--- src/rtl/game_draw_pkg.sv ---
`default_nettype none
// +----------------------------------------------------------------------------+
// | Module : game_draw_pkg                                                     |
// | Brief  : State/level encodings, enable bit map and default phase lengths   |
// |          for the game draw sequencer.                                      |
// | Rev    : 1.0  initial release                                              |
// +----------------------------------------------------------------------------+
package game_draw_pkg;

  typedef enum logic [2:0] {
    S_CLR0 = 3'd0,
    S_GRID = 3'd1,
    S_MENU = 3'd2,
    S_LVL  = 3'd3,
    S_PLAY = 3'd4,
    S_NUM  = 3'd5,
    S_CLR1 = 3'd6,
    S_GAP  = 3'd7
  } state_e;

  typedef enum logic [1:0] {
    LVL_NONE   = 2'b00,
    LVL_EZ     = 2'b01,
    LVL_NORMAL = 2'b10,
    LVL_HARD   = 2'b11
  } level_e;

  localparam int c_CLEAR_CYCLES = 19200;
  localparam int c_GRID_CYCLES  = 4096;
  localparam int c_NUM_CYCLES   = 4096;
  localparam int c_CW           = 15;

  // Bit positions inside the one-hot enable vector
  localparam int c_EN_GRID   = 0;
  localparam int c_EN_EZ     = 1;
  localparam int c_EN_NORMAL = 2;
  localparam int c_EN_HARD   = 3;
  localparam int c_EN_NUM    = 4;
  localparam int c_EN_CLEAR  = 5;

  function automatic logic [5:0] draw_en(state_e s, level_e l);
    logic [5:0] en;
    en = '0;
    case (s)
      S_CLR0, S_CLR1: en[c_EN_CLEAR] = 1'b1;
      S_GRID:         en[c_EN_GRID]  = 1'b1;
      S_NUM:          en[c_EN_NUM]   = 1'b1;
      S_LVL: begin
        case (l)
          LVL_EZ:     en[c_EN_EZ]     = 1'b1;
          LVL_NORMAL: en[c_EN_NORMAL] = 1'b1;
          LVL_HARD:   en[c_EN_HARD]   = 1'b1;
          default:    en = '0;
        endcase
      end
      default: en = '0;
    endcase
    return en;
  endfunction

  // Idle/draw state entered once the gap that follows a draw phase ends
  function automatic state_e after_phase(state_e s);
    case (s)
      S_CLR0, S_CLR1: return S_GRID;
      S_GRID:         return S_MENU;
      default:        return S_PLAY;
    endcase
  endfunction

  function automatic logic is_busy(state_e s);
    return (s != S_MENU) && (s != S_PLAY);
  endfunction

endpackage
`default_nettype wire

--- src/rtl/game_draw_sequencer_if.sv ---
`default_nettype none
// +----------------------------------------------------------------------------+
// | Module : game_draw_sequencer_if                                            |
// | Brief  : Control inputs from game logic and phase enables to the datapath. |
// | Rev    : 1.0  initial release                                              |
// +----------------------------------------------------------------------------+
interface game_draw_sequencer_if;
  logic       level_valid;
  logic [1:0] level;
  logic       redraw_req;
  logic       game_over;
  logic       drawGrid;
  logic       drawEZ;
  logic       drawNORMAL;
  logic       drawHARD;
  logic       drawNum;
  logic       clear;
  logic       plot;
  logic       busy;
  logic       phase_done;

  modport master (
    output level_valid, level, redraw_req, game_over,
    input  drawGrid, drawEZ, drawNORMAL, drawHARD, drawNum, clear, plot, busy, phase_done
  );

  modport slave (
    input  level_valid, level, redraw_req, game_over,
    output drawGrid, drawEZ, drawNORMAL, drawHARD, drawNum, clear, plot, busy, phase_done
  );
endinterface
`default_nettype wire

--- src/rtl/game_draw_sequencer_phase_timer.sv ---
`default_nettype none
// +----------------------------------------------------------------------------+
// | Module : phase_timer                                                       |
// | Brief  : Counts 0..N-1 while a phase enable is high; flags the last cycle. |
// | Rev    : 1.0  initial release                                              |
// +----------------------------------------------------------------------------+
module phase_timer #(
  parameter int CW = 15
) (
  input  logic          clk,
  input  logic          rst,
  input  logic          i_run,
  input  logic [CW-1:0] i_n,
  output logic          o_last
);

  logic [CW-1:0] r_cnt;

  // Every phase is preceded by a cycle with i_run low, which reloads the count
  always_ff @(posedge clk) begin
    if (rst || !i_run) begin
      r_cnt <= '0;
    end else begin
      r_cnt <= r_cnt + CW'(1);
    end
  end

  assign o_last = i_run && (r_cnt == (i_n - CW'(1)));

endmodule
`default_nettype wire

--- src/rtl/game_draw_sequencer.sv ---
`default_nettype none
// +----------------------------------------------------------------------------+
// | Module : game_draw_sequencer                                               |
// | Brief  : Sequences clear/grid/level/number draw phases onto the VGA bus.   |
// |          Define REDRAW_QUEUE_EN to remember one redraw_req during a redraw.|
// | Rev    : 1.0  initial release                                              |
// +----------------------------------------------------------------------------+
module game_draw_sequencer
  import game_draw_pkg::*;
#(
  parameter int CLEAR_CYCLES = c_CLEAR_CYCLES,
  parameter int GRID_CYCLES  = c_GRID_CYCLES,
  parameter int NUM_CYCLES   = c_NUM_CYCLES,
  parameter int CW           = c_CW
) (
  input logic                  clk,
  input logic                  resetn,
  game_draw_sequencer_if.slave bus
);

  state_e        r_state;
  state_e        r_ret;
  level_e        r_lvl;
  logic [5:0]    r_en;
  logic          r_plot;
  logic          r_busy;
  logic [CW-1:0] w_n;
  logic          w_last;
  logic          w_take;

  always_comb begin
    w_n = CW'(NUM_CYCLES);
    if (r_state == S_CLR0 || r_state == S_CLR1) begin
      w_n = CW'(CLEAR_CYCLES);
    end else if (r_state == S_GRID) begin
      w_n = CW'(GRID_CYCLES);
    end
  end

  phase_timer #(
    .CW(CW)
  ) u_timer (
    .clk    (clk),
    .rst    (resetn),
    .i_run  (r_plot),
    .i_n    (w_n),
    .o_last (w_last)
  );

`ifdef REDRAW_QUEUE_EN
  logic r_pend;
  logic w_play_gap;

  assign w_play_gap = (r_state == S_GAP) && (r_ret == S_PLAY);
  assign w_take     = w_play_gap && !bus.game_over && (r_pend || bus.redraw_req);

  always_ff @(posedge clk) begin
    if (resetn || bus.game_over || w_take) begin
      r_pend <= 1'b0;
    end else if (bus.redraw_req && (r_state == S_NUM || w_play_gap)) begin
      r_pend <= 1'b1;
    end
  end
`else
  assign w_take = 1'b0;
`endif

  always_ff @(posedge clk) begin
    if (resetn) begin
      r_state <= S_CLR0;
      r_ret   <= S_GRID;
      r_lvl   <= LVL_NONE;
      r_en    <= '0;
      r_plot  <= 1'b0;
      r_busy  <= 1'b0;
    end else begin
      unique case (r_state)
        S_CLR0, S_CLR1, S_GRID, S_LVL, S_NUM: begin
          // S_CLR0 with clear low is the first cycle out of reset
          if (r_state == S_CLR0 && !r_en[c_EN_CLEAR]) begin
            r_en   <= draw_en(S_CLR0, r_lvl);
            r_plot <= 1'b1;
            r_busy <= 1'b1;
          end else if (w_last) begin
            r_state <= S_GAP;
            r_ret   <= after_phase(r_state);
            r_en    <= '0;
            r_plot  <= 1'b0;
            r_busy  <= 1'b1;
          end
        end
        S_GAP: begin
          if (bus.game_over && r_ret != S_GRID) begin
            r_state <= S_CLR1;
            r_en    <= draw_en(S_CLR1, r_lvl);
            r_plot  <= 1'b1;
            r_busy  <= 1'b1;
          end else if (w_take) begin
            r_state <= S_NUM;
            r_en    <= draw_en(S_NUM, r_lvl);
            r_plot  <= 1'b1;
            r_busy  <= 1'b1;
          end else begin
            r_state <= r_ret;
            r_en    <= draw_en(r_ret, r_lvl);
            r_plot  <= (r_ret == S_GRID);
            r_busy  <= is_busy(r_ret);
          end
        end
        S_MENU: begin
          if (bus.game_over) begin
            r_state <= S_CLR1;
            r_en    <= draw_en(S_CLR1, r_lvl);
            r_plot  <= 1'b1;
            r_busy  <= 1'b1;
          end else if (bus.level_valid && bus.level != 2'b00) begin
            r_state <= S_LVL;
            r_lvl   <= level_e'(bus.level);
            r_en    <= draw_en(S_LVL, level_e'(bus.level));
            r_plot  <= 1'b1;
            r_busy  <= 1'b1;
          end
        end
        S_PLAY: begin
          if (bus.game_over) begin
            r_state <= S_CLR1;
            r_en    <= draw_en(S_CLR1, r_lvl);
            r_plot  <= 1'b1;
            r_busy  <= 1'b1;
          end else if (bus.redraw_req) begin
            r_state <= S_NUM;
            r_en    <= draw_en(S_NUM, r_lvl);
            r_plot  <= 1'b1;
            r_busy  <= 1'b1;
          end
        end
        default: begin
          r_state <= S_CLR0;
          r_en    <= '0;
          r_plot  <= 1'b0;
          r_busy  <= 1'b0;
        end
      endcase
    end
  end

  assign bus.drawGrid   = r_en[c_EN_GRID];
  assign bus.drawEZ     = r_en[c_EN_EZ];
  assign bus.drawNORMAL = r_en[c_EN_NORMAL];
  assign bus.drawHARD   = r_en[c_EN_HARD];
  assign bus.drawNum    = r_en[c_EN_NUM];
  assign bus.clear      = r_en[c_EN_CLEAR];
  assign bus.plot       = r_plot;
  assign bus.busy       = r_busy;
  assign bus.phase_done = w_last;

endmodule
`default_nettype wire

--- src/flat_wrapper.sv ---
// flat-port wrapper written by rule: the top's interface ports become plain ports
module game_draw_sequencer_flat import game_draw_pkg::*;
#(
  parameter int CLEAR_CYCLES = c_CLEAR_CYCLES,
  parameter int GRID_CYCLES  = c_GRID_CYCLES,
  parameter int NUM_CYCLES   = c_NUM_CYCLES,
  parameter int CW           = c_CW
)
  (clk, resetn, bus_level_valid, bus_level, bus_redraw_req, bus_game_over, bus_drawGrid, bus_drawEZ, bus_drawNORMAL, bus_drawHARD, bus_drawNum, bus_clear, bus_plot, bus_busy, bus_phase_done);
  game_draw_sequencer_if bus_i ();
  input logic clk;
  input logic resetn;
  input wire logic [$bits(bus_i.level_valid)-1:0] bus_level_valid;
  input wire logic [$bits(bus_i.level)-1:0] bus_level;
  input wire logic [$bits(bus_i.redraw_req)-1:0] bus_redraw_req;
  input wire logic [$bits(bus_i.game_over)-1:0] bus_game_over;
  output wire logic [$bits(bus_i.drawGrid)-1:0] bus_drawGrid;
  output wire logic [$bits(bus_i.drawEZ)-1:0] bus_drawEZ;
  output wire logic [$bits(bus_i.drawNORMAL)-1:0] bus_drawNORMAL;
  output wire logic [$bits(bus_i.drawHARD)-1:0] bus_drawHARD;
  output wire logic [$bits(bus_i.drawNum)-1:0] bus_drawNum;
  output wire logic [$bits(bus_i.clear)-1:0] bus_clear;
  output wire logic [$bits(bus_i.plot)-1:0] bus_plot;
  output wire logic [$bits(bus_i.busy)-1:0] bus_busy;
  output wire logic [$bits(bus_i.phase_done)-1:0] bus_phase_done;
  assign bus_i.level_valid = bus_level_valid;
  assign bus_i.level = bus_level;
  assign bus_i.redraw_req = bus_redraw_req;
  assign bus_i.game_over = bus_game_over;
  assign bus_drawGrid = bus_i.drawGrid;
  assign bus_drawEZ = bus_i.drawEZ;
  assign bus_drawNORMAL = bus_i.drawNORMAL;
  assign bus_drawHARD = bus_i.drawHARD;
  assign bus_drawNum = bus_i.drawNum;
  assign bus_clear = bus_i.clear;
  assign bus_plot = bus_i.plot;
  assign bus_busy = bus_i.busy;
  assign bus_phase_done = bus_i.phase_done;
  game_draw_sequencer #(.CLEAR_CYCLES(CLEAR_CYCLES), .GRID_CYCLES(GRID_CYCLES), .NUM_CYCLES(NUM_CYCLES), .CW(CW)) u_core (.clk(clk), .resetn(resetn), .bus(bus_i));
endmodule
--- config.mk ---
export PLATFORM = sky130hd
export DESIGN_NAME = game_draw_sequencer_flat
export DESIGN_NICKNAME = d
export VERILOG_FILES = /design/src/rtl/game_draw_pkg.sv /design/src/rtl/game_draw_sequencer_if.sv /design/src/rtl/game_draw_sequencer_phase_timer.sv /design/src/rtl/game_draw_sequencer.sv /design/src/flat_wrapper.sv
export SDC_FILE = /design/constraint.sdc
export NUM_CORES = 1
export LEC_CHECK = 0
export CAP_MARGIN = 20
export CORE_MARGIN = 10
export CORE_UTILIZATION = 55
export CTS_CLUSTER_SIZE = 16
export DETAILED_ROUTE_END_ITERATION = 8
export PLACE_DENSITY = 0.84
export SKIP_LAST_GASP = 1
export SYNTH_ARGS = -nofsm -noshare
export SYNTH_HDL_FRONTEND = slang
export SYNTH_SLANG_ARGS = --single-unit
export TNS_END_PERCENT = 20
--- constraint.sdc ---
create_clock -name clk -period 2.1 [get_ports clk]
set_input_delay 0.21 -clock clk [delete_from_list [all_inputs] [get_ports clk]]
set_output_delay 0.21 -clock clk [all_outputs]
set_load 0.005 [all_outputs]
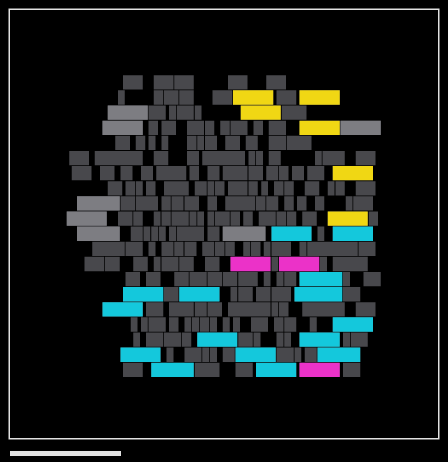
*Sequential cells coloured by netlist name*
Bar = 20 um. Other sequential cells in the stronger grey, the rest of the logic in the fainter grey.
signal	colour	flops
`u_core.r_en`	yellow	6
`u_core.r_ret`	magenta	3
`u_core.u_timer.r_cnt`	cyan	15
final core occ: 0.6902
sequential share of cell area: 0.2974
power in sequential cells: 614 uW
Seq. cell area: 631.9 um2

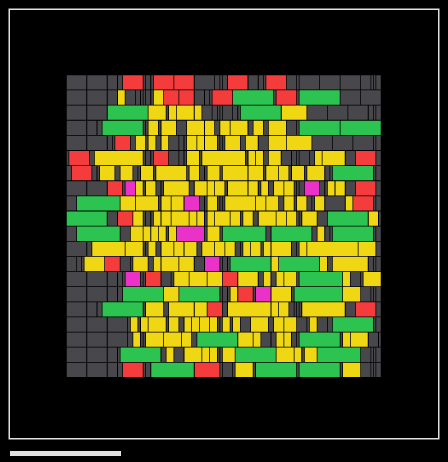
*Placement by cell class*
Bar = 20 um. Fill, decap, tap and diode cells in grey.
class	colour	cells	share of their area
registers	green	31	31%
clock drivers and dummy loads	magenta	7	2.7%
remaining buffers and delay cells	red	26	11%
remaining logic cells	yellow	170	55%
area of all placed cells without fillers: 0.002125 mm2
CORE AREA: 0.003078 mm2
# rows: 20

==> deck_impl_summary.md <==
Flow Results at a Glance

Finish
  – Most frequent cells in the layout: nor2_1, dfxtp_1, nand2_1
  – Clk tree area frac: 0.02650
  – Multi-input gates: 163
  – Most frequent logic cell in the layout: nor2_1
  – Logic area: 0.001120 mm2
  – Final cell count without fillers: 278
  – Largest cell class by area: multi-input combinational cells
  – Bufs w/o clock: 26
  – Largest regs: u_core.u_timer.r_cnt (15), u_core.r_en (6)
  – Number of diodes: 0
  – Max reg flops: 15
  – Comb area share: 0.5271
  – Post-layout net count: 242
  – Register with the most flip-flops: u_core.u_timer.r_cnt
  – Clock buffer cells: 6
  – Layout cells sized above 1: 0.1923
  – Seq cells: 31
  – Non-Clock Inverter Count: 7
  – Synthesis-to-finish area growth: 19.16%
  – Buffering overhead: 0.1107

Global route
  – First-pass GRT wire length: 6.955 mm
  – Vias in the first global route: 1493
  – GRT busiest layer: met2
  – Met3 GRT Util: 0.04662
  – Largest net degree at the start of global routing: 17
  – Initial antenna violation count: 0
  – Grt ovf: 0
  – GR met1 Demand/Resource: 0.1788

Hold path
  – Hold EP: u_core.r_en[0]$_SDFFE_PP0P_
  – Hold depth: 2
  – Hold Crit Start: u_core.r_en[0]$_SDFFE_PP0P_
  – Hold Crit Class: flop to flop

Setup path
  – CP required: 2.34 ns
  – Largest delay share family, worst path: simple AND/OR/NAND/NOR gates
  – Flop-to-flop setup slack: 0.22 ns
  – FF-to-FF End: u_core.r_en[3]$_SDFFE_PP0P_
  – Critical R2R Launch: u_core.u_timer.r_cnt[0]$_SDFF_PP0_
  – Worst Path Buf+Inv: 2
  – Critical Path Sink Type: flop
  – Worst Setup Start Kind: flop
  – CP Cell Sequence: ha_4, nand3_4, nor4_4, buf_4, buf_4, o211ai_4, and3b_1, a311oi_2
  – Most frequent CP cell: buf_4
  – CP arrival: 2.11 ns
  – Levels on crit path: 8
  – CP max FO: 6
  – Slowest CP cell: dfxtp_4
  – Reg2reg path depth: 8

Placed design
  – Final HPWL DP: 3.110 mm
  – Area post-placement: 0.002009 mm2
  – RePlAce Congestion: 0.9922
  – Place WS: 0.05897 ns
  – Placed Instances: 269

Floorplan
  – # IOs: 16
  – Die W: 76.94 um
  – Initial Util: 0.5793
  – # Taps: 44

Routing
  – Residual DRC count: 0
  – DR WL/cell: 15.36 um
  – Met2 Routed Length: 1.969 mm
  – Metal-1 WL: 1.941 mm
  – Top sig layer: met4
  – Drt first pass iters: 4
  – Met3 WL: 278 um
  – Final ANT Viol Nets: 0
  – Vias: 1616
  – DR vias/cell: 5.813
  – Routed WL: 4.271 mm

Clock tree
  – CTS Sinks: 31
  – H-Tree Depth: 2
  – CTS tree: done
  – Post-CTS Setup Inserts: 2
  – Post-CTS Resized: 14
  – CTS Hold Bufs: 0
  – CTS max path bufs: 2
  – Cts bufs inserted: 5

Job
  – Max-Cap Viols: 0
  – Tool Warnings: 26

STA
  – Setup TNS: 0 ns
  – Highest clock rate: 533.3 MHz
  – Max_slew headroom: 0.6251
  – Final Hold Fails: 0
  – Setup violators final: 0
  – RSZ-0062 raised after global routing: false
  – Worst Tran Pin Value: 0.5610 ns
  – PnR worst setup slack: 0.2248 ns
  – Final Critical Period: 1.875 ns
  – Final hold slack: 0.4517 ns
  – Fin. max-slew vios: 0

Synthesis
  – Post-synthesis cell type count: 55
  – Flops after synth: 31
  – Synthesized area per cell: 8.450 um2
  – Dominant combinational family: simple AND/OR/NAND/NOR gates
  – List of most frequent post-synthesis cells: dfxtp_1, nor2_1, nand2_1, nand3_1, xor2_1
  – Async S/R FF share, synth: 0
  – Syn Std Cell Area: 0.001783 mm2
  – Post-synth EDFFs: 0
  – Synth mux share: 0.02246
  – Adder Share, Synth: 0.007018
  – XOR Share, Synth: 0.07368
  – Simple-Gate Area Share: 0.3123
  – Post-synth area hogs: dfxtp_1, nor2_1, xor2_1
  – Ao+oa area frac: 0.1958
  – Yosys chip area: 0.001783 mm2
  – Cell type with the largest total area: dfxtp_1
  – Number of cells in Yosys stat: 211
  – Ys flop type: dfxtp_1
  – Synth Instances: 211

Pwr
  – Sequential share of power: 0.565
  – Sw Pwr: 271.2 uW
  – PwrDens: 511.7 mW/mm2
  – Internal power: 815.9 uW
  – Clock network fraction of design power: 0.327
  – Logic pwr share: 0.108
  – LEAKAGE: 0.0007650 uW
  – Main power group: sequential cells
  – Clock group: 355 uW
  – Combinational power: 117 uW
  – Total Power: 1087 uW
  – Sw frac: 0.2494

Status
  – Status: complete, no violations
==> worst max-delay path by stage <==
stage                             endpoint                           startpoint  slack, ns
2_1_floorplan  u_core.r_en[3]$_SDFFE_PP0P_   u_core.u_timer.r_cnt[0]$_SDFF_PP0_       0.42
3_3_place_gp   u_core.r_en[3]$_SDFFE_PP0P_                        bus_game_over       0.16
3_5_place_dp   u_core.r_en[3]$_SDFFE_PP0P_                        bus_game_over       0.06
4_1_cts                     bus_phase_done  u_core.u_timer.r_cnt[12]$_SDFF_PP0_      0.007
5_1_grt        u_core.r_en[3]$_SDFFE_PP0P_   u_core.u_timer.r_cnt[0]$_SDFF_PP0_       0.14
6_report       u_core.r_en[3]$_SDFFE_PP0P_   u_core.u_timer.r_cnt[0]$_SDFF_PP0_       0.22
No activity file was given, so power comes from the tool's default toggle rates.
